--- src/rtl/oled_pkg.sv ---
// rtl/oled_pkg.sv - shared types and constants for the OLED SPI path
package oled_pkg;

    // Transfer sequencing of the byte writer
    typedef enum logic [2:0] {
        ST_IDLE,
        ST_SETUP,
        ST_SHIFT_HI,
        ST_SHIFT_LO,
        ST_HOLD,
        ST_DONE
    } oled_state_t;

    // D/C levels understood by the SSD1306; the sequencers use these too
    localparam logic OLED_DC_CMD  = 1'b0;
    localparam logic OLED_DC_DATA = 1'b1;

    // Index of the final bit of a byte in the bit counter
    localparam logic [2:0] OLED_LAST_BIT = 3'd7;

endpackage

--- src/rtl/spi_phase_timer.sv ---
// rtl/spi_phase_timer.sv - CLK_DIV phase counter producing a phase_end strobe
module spi_phase_timer #(
    parameter int CLK_DIV = 1
) (
    input  logic clk,
    input  logic rst_n,
    input  logic clear,
    output logic phase_end
);
    localparam int W = $clog2(CLK_DIV + 1);
    localparam logic [W-1:0] LAST = W'(CLK_DIV - 1);

    logic [W-1:0] cnt;

    assign phase_end = (cnt == LAST);

    // Count clk cycles within a phase; restart when a phase ends or the owner clears
    always_ff @(posedge clk or negedge rst_n) begin
        if (!rst_n) begin
            cnt <= '0;
        end else if (clear || phase_end) begin
            cnt <= '0;
        end else begin
            cnt <= cnt + W'(1);
        end
    end

endmodule

--- src/rtl/oled_spi_writer.sv ---
// rtl/oled_spi_writer.sv - byte-wide mode-0 SPI writer for the SSD1306 panel
module oled_spi_writer
    import oled_pkg::*;
#(
    parameter int CLK_DIV = 1
) (
    input  logic       clk,
    input  logic       rst_n,
    input  logic       ena_write,
    input  logic [7:0] data,
    input  logic       dc_in,
    output logic       write_done,
    output logic       busy,
    output logic       oled_sclk,
    output logic       oled_mosi,
    output logic       oled_cs_n,
    output logic       oled_dc
);
    oled_state_t state;
    logic        ena_q;
    logic [6:0]  shreg;
    logic [2:0]  bit_cnt;
    logic        phase_end;
    logic        start;

    // Only a fresh rising edge of the request starts a byte
    assign start = ena_write & ~ena_q;

    // Request history for edge detection, updated every cycle in every state
    always_ff @(posedge clk or negedge rst_n) begin
        if (!rst_n) begin
            ena_q <= 1'b0;
        end else begin
            ena_q <= ena_write;
        end
    end

    // Phase timing is idle outside the timed states so every phase starts from zero
    spi_phase_timer #(
        .CLK_DIV(CLK_DIV)
    ) u_phase_timer (
        .clk      (clk),
        .rst_n    (rst_n),
        .clear    ((state == ST_IDLE) || (state == ST_DONE)),
        .phase_end(phase_end)
    );

    // Transfer sequencer; all panel pins and handshakes are registered here
    always_ff @(posedge clk or negedge rst_n) begin
        if (!rst_n) begin
            state      <= ST_IDLE;
            shreg      <= '0;
            bit_cnt    <= '0;
            oled_sclk  <= 1'b0;
            oled_mosi  <= 1'b0;
            oled_cs_n  <= 1'b1;
            oled_dc    <= OLED_DC_DATA;
            write_done <= 1'b0;
            busy       <= 1'b0;
        end else begin
            case (state)
                ST_IDLE: begin
                    if (start) begin
                        state     <= ST_SETUP;
                        shreg     <= data[6:0];
                        oled_mosi <= data[7];
                        oled_dc   <= dc_in;
                        oled_cs_n <= 1'b0;
                        bit_cnt   <= '0;
                        busy      <= 1'b1;
                    end
                end
                ST_SETUP: begin
                    if (phase_end) begin
                        state     <= ST_SHIFT_HI;
                        oled_sclk <= 1'b1;
                    end
                end
                ST_SHIFT_HI: begin
                    if (phase_end) begin
                        state     <= ST_SHIFT_LO;
                        oled_sclk <= 1'b0;
                        // Next bit goes out on the falling edge, giving the panel a full half-period of setup
                        if (bit_cnt != OLED_LAST_BIT) begin
                            oled_mosi <= shreg[6];
                            shreg     <= {shreg[5:0], 1'b0};
                        end
                    end
                end
                ST_SHIFT_LO: begin
                    if (phase_end) begin
                        if (bit_cnt == OLED_LAST_BIT) begin
                            state <= ST_HOLD;
                        end else begin
                            state     <= ST_SHIFT_HI;
                            oled_sclk <= 1'b1;
                            bit_cnt   <= bit_cnt + 3'd1;
                        end
                    end
                end
                ST_HOLD: begin
                    if (phase_end) begin
                        state      <= ST_DONE;
                        oled_cs_n  <= 1'b1;
                        oled_mosi  <= 1'b0;
                        write_done <= 1'b1;
                    end
                end
                ST_DONE: begin
                    state      <= ST_IDLE;
                    write_done <= 1'b0;
                    busy       <= 1'b0;
                end
                default: begin
                    state <= ST_IDLE;
                end
            endcase
        end
    end

endmodule
--- config.mk ---
export PLATFORM = sky130hd
export DESIGN_NAME = oled_spi_writer
export DESIGN_NICKNAME = d
export VERILOG_FILES = /design/src/rtl/oled_pkg.sv /design/src/rtl/spi_phase_timer.sv /design/src/rtl/oled_spi_writer.sv
export SDC_FILE = /design/constraint.sdc
export NUM_CORES = 1
export LEC_CHECK = 0
export ABC_AREA = 0
export CAP_MARGIN = 20
export CORE_ASPECT_RATIO = 1.5
export CORE_MARGIN = 5
export CORE_UTILIZATION = 40
export CTS_BUF_LIST = sky130_fd_sc_hd__clkbuf_16
export DETAILED_ROUTE_END_ITERATION = 7
export SLEW_MARGIN = 0
export SYNTH_ARGS = -nofsm -noshare
export SYNTH_HDL_FRONTEND = slang
export SYNTH_SLANG_ARGS = --single-unit
export TNS_END_PERCENT = 30
--- constraint.sdc ---
create_clock -name clk -period 5.1 [get_ports clk]
set_clock_uncertainty 0.15 [all_clocks]
set_input_delay 0.765 -clock clk [delete_from_list [all_inputs] [get_ports clk]]
set_output_delay 0.765 -clock clk [all_outputs]
set_load 0.01 [all_outputs]
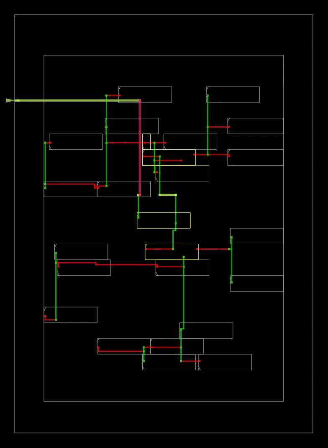
clocks.png
Clock net power: 158 uW
Sink Count: 21
CTS buffer count: 3
Insertion Delay late pin: 0.25 ns

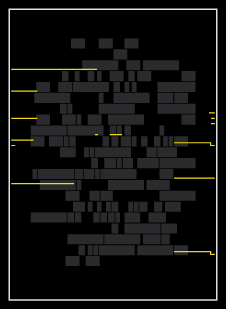
layer_met3.png
Scale: 4 px per um.
longest straight run: 21.2 um
wire length on this layer: 91.5 um
share of all routed wire: 4.8%
nets with wire on the layer: 13
main direction: horizontal
met3 Track Usage GR: 3.491%
via count: 745
final WL: 1.892 mm

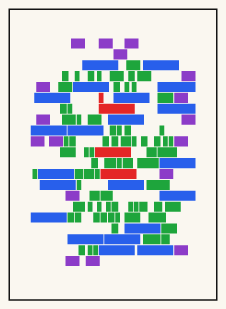
placement_by_type.png
Scale: 4 px per um.
[red] clock drivers and dummy loads | cells: 4 | share of their area: 6.3%
[blue] sequential cells | cells: 21 | share of their area: 42%
[purple] remaining buffers and delay cells | cells: 17 | share of their area: 14%
[green] combinational and other logic | cells: 75 | share of their area: 38%

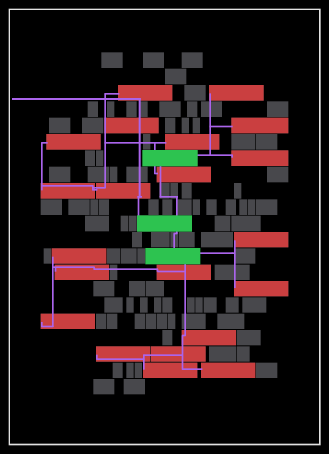
clk_routes.png
Scale: 6 px per um.
[purple] clock wires | length: 238 um
[green] clock drivers | count: 3
[red] flip-flops | count: 21
routed clock nets: 4
clock share of power: 33.5%

==> Changelog: implementation <==
### Metrics

* Top-level port count at 18
* Max reg flops at 7
* Seq area share at roughly 41%
* Max stage delay on crit path at 0.50 ns
* Area leader, netlist: dfrtp_1
* Top cells by count: dfrtp_1, nand2_1, o21ai_0, nor2_1, mux2i_1
* WP data required at 5.08 ns
* Syn Nets at 116
* CTS tree: yes
* Logic area at ~460 sq um
* Fin crit share at 45.64%
* First-pass GRT wire length at between 3 and 4 mm
* Main area contributors after synthesis: dfrtp_1, o21ai_0, mux2i_1, mux2_2, dfstp_2
* DR WL/cell at 13.42 um
* Uppermost layer routed: met4
* Yosys cell count at 102
* Nets@finish at between 100 and 150
* Core Util, Final at 51.87%
* Core footprint at roughly 2500 sq um
* Met3 routed WL at 91 um
* Initial antenna violation count at 0
* Sw Share at 24.50%
* Worst Path Max Fanout at 4
* GR Util met1 at 14.34%
* Critical Path Stages at 4
* Commonest Layout Cell: dfrtp_1
* Clock Tree Root: clkbuf_16
* Worst IR Drop VDD at 195.0 uV
* Row count at 22
* Setup violators final at 0
* Fin. max-slew vios at 0
* Tot Pwr at 470.8 uW
* Pwr dens at approximately 370 nW/um^2
* Clk buf depth at 2
* Placer Congestion at 0.7322
* Register share after synthesis at 51.03%
* Total global-route track usage at 11.64%
* Tap cells at 24
* Synth top cell by count: dfrtp_1
* Yosys stat chip area at roughly 1000 sq um
* Regs by FF count: shreg x7, bit_cnt x3, state x3
* Primary FF master, synth: dfrtp_1
* CP startpoint: ena_write
* RSZ-0062 raised after global routing: false
* Hold-critical path endpoint: oled_cs_n
* Worst path slowest cell: or4b_4
* Non-clock buffers at 17
* EDFF count, synth at 0
* Setup ws final at 2.772 ns
* RR Startpoint: state[1]
* Seq. pwr at 221 uW
* Post-CTS setup buffer count at 0
* FP Util at between 40% and 50%
* DP HPWL at 1.313 mm
* Clock-cell share at 6.134%
* Fillers at between 200 and 250
* Comb area share at 36.03%
* Sequential share of power at between 40% and 50%
* Placement Setup Slack at 2.225 ns
* Top Consumer: sequential cells
* Reg2Reg Depth at 4
* Htree depth at 1
* DP Area at 1206 sq um
* Adder-Cell Fraction of Synth Area at 2.418%
* R2R setup slack at around 2.9 ns
* Largest net degree at the start of global routing at 22
* Post-synth ARST share at 100.0%
* Unique cell types at 27
* Ant diodes at 0
* Hold Crit Class: flop to flop
* # resized after CTS at 0
* Worst r2r dst: bit_cnt[1]
* Crit start category: input port
* Comb group at 92.3 uW
* Top Family by Delay on Critical Path: simple AND/OR/NAND/NOR gates
* Yosys Warn Count at 0
* Post-synthesis register bit count at 21
* Critical Path Sink Type: flop
* Achievable Freq at around 430 MHz
* Vias in the first global route at a little under 800
* Final Non-Filler Cells at 141
* Critical Path AT at 2.31 ns
* Area leader share at 45.95%
* Vias/cell at 5.284
* CTS clk-pin slew, worst paths at ~0.050 ns
* Critical path cell sequence: clkdlybuf4s50_1, or4b_4, a21oi_4, mux2_2
* Period minus WS final at approximately 2.3 ns
* DRT antenna net count at 0
* Met1 wire length at 892 um
* Worst slew pin tran at 0.9643 ns
* Worst relative slew slack at 35.51%
* Post-Place Cells at 137
* Mapped Cells at 102
* TritonRoute pass-1 iters at 4
* DR iter-0 viols at 19
* Yosys simple share at around 18%
* Layout cells sized above 1 at ~11%
* Comb power frac at around a fifth
* Met2 usage at 18.98%
* Tool warnings at 26
* Setup CP Type: input port to flop
* Hold Vio Cnt, Final at 0
* Worst hold margin at 0.3134 ns
* Busiest layer in global routing: met2
* Most numerous logic cells after layout: dfrtp_1, clkdlybuf4s50_1, nand2_1, o21ai_0, nor2_1
* MUX share of area at 11.25%
* Total Neg Setup Slack at 0 ns
* Dominant combinational family: simple AND/OR/NAND/NOR gates
* Total die size at roughly 3700 sq um
* Post-CTS Hold Buffers at 0
* Overflow left after global routing at 0
* Outcome: completed
* Biggest register: shreg
* Non-clk buf share at between 10% and 20%
* Clock buf count at 3
* Worst hold start: oled_cs_n
* Leak pwr at 0.5981 nW
* Aoi share at 13.06%
* Max-cap violations at 0
* IO Port Bufs at 17
* Internal power at between 300 and 400 uW
* Largest class: sequential cells
* Die span in x at 51.53 um
* Flop Count at 21
* Synthesized area at approximately 1000 sq um
* Area growth from synthesis to layout at 24.18%
* Fin area at approximately 1300 sq um
* Seq. cell area at 528.0 sq um
* Avg Inst Size Synth at 10.14 sq um
* Length of routed met2 wiring at 892 um
* XOR-XNOR Cells, Area Fraction at 0%
Power and IR drop assume default switching activity.
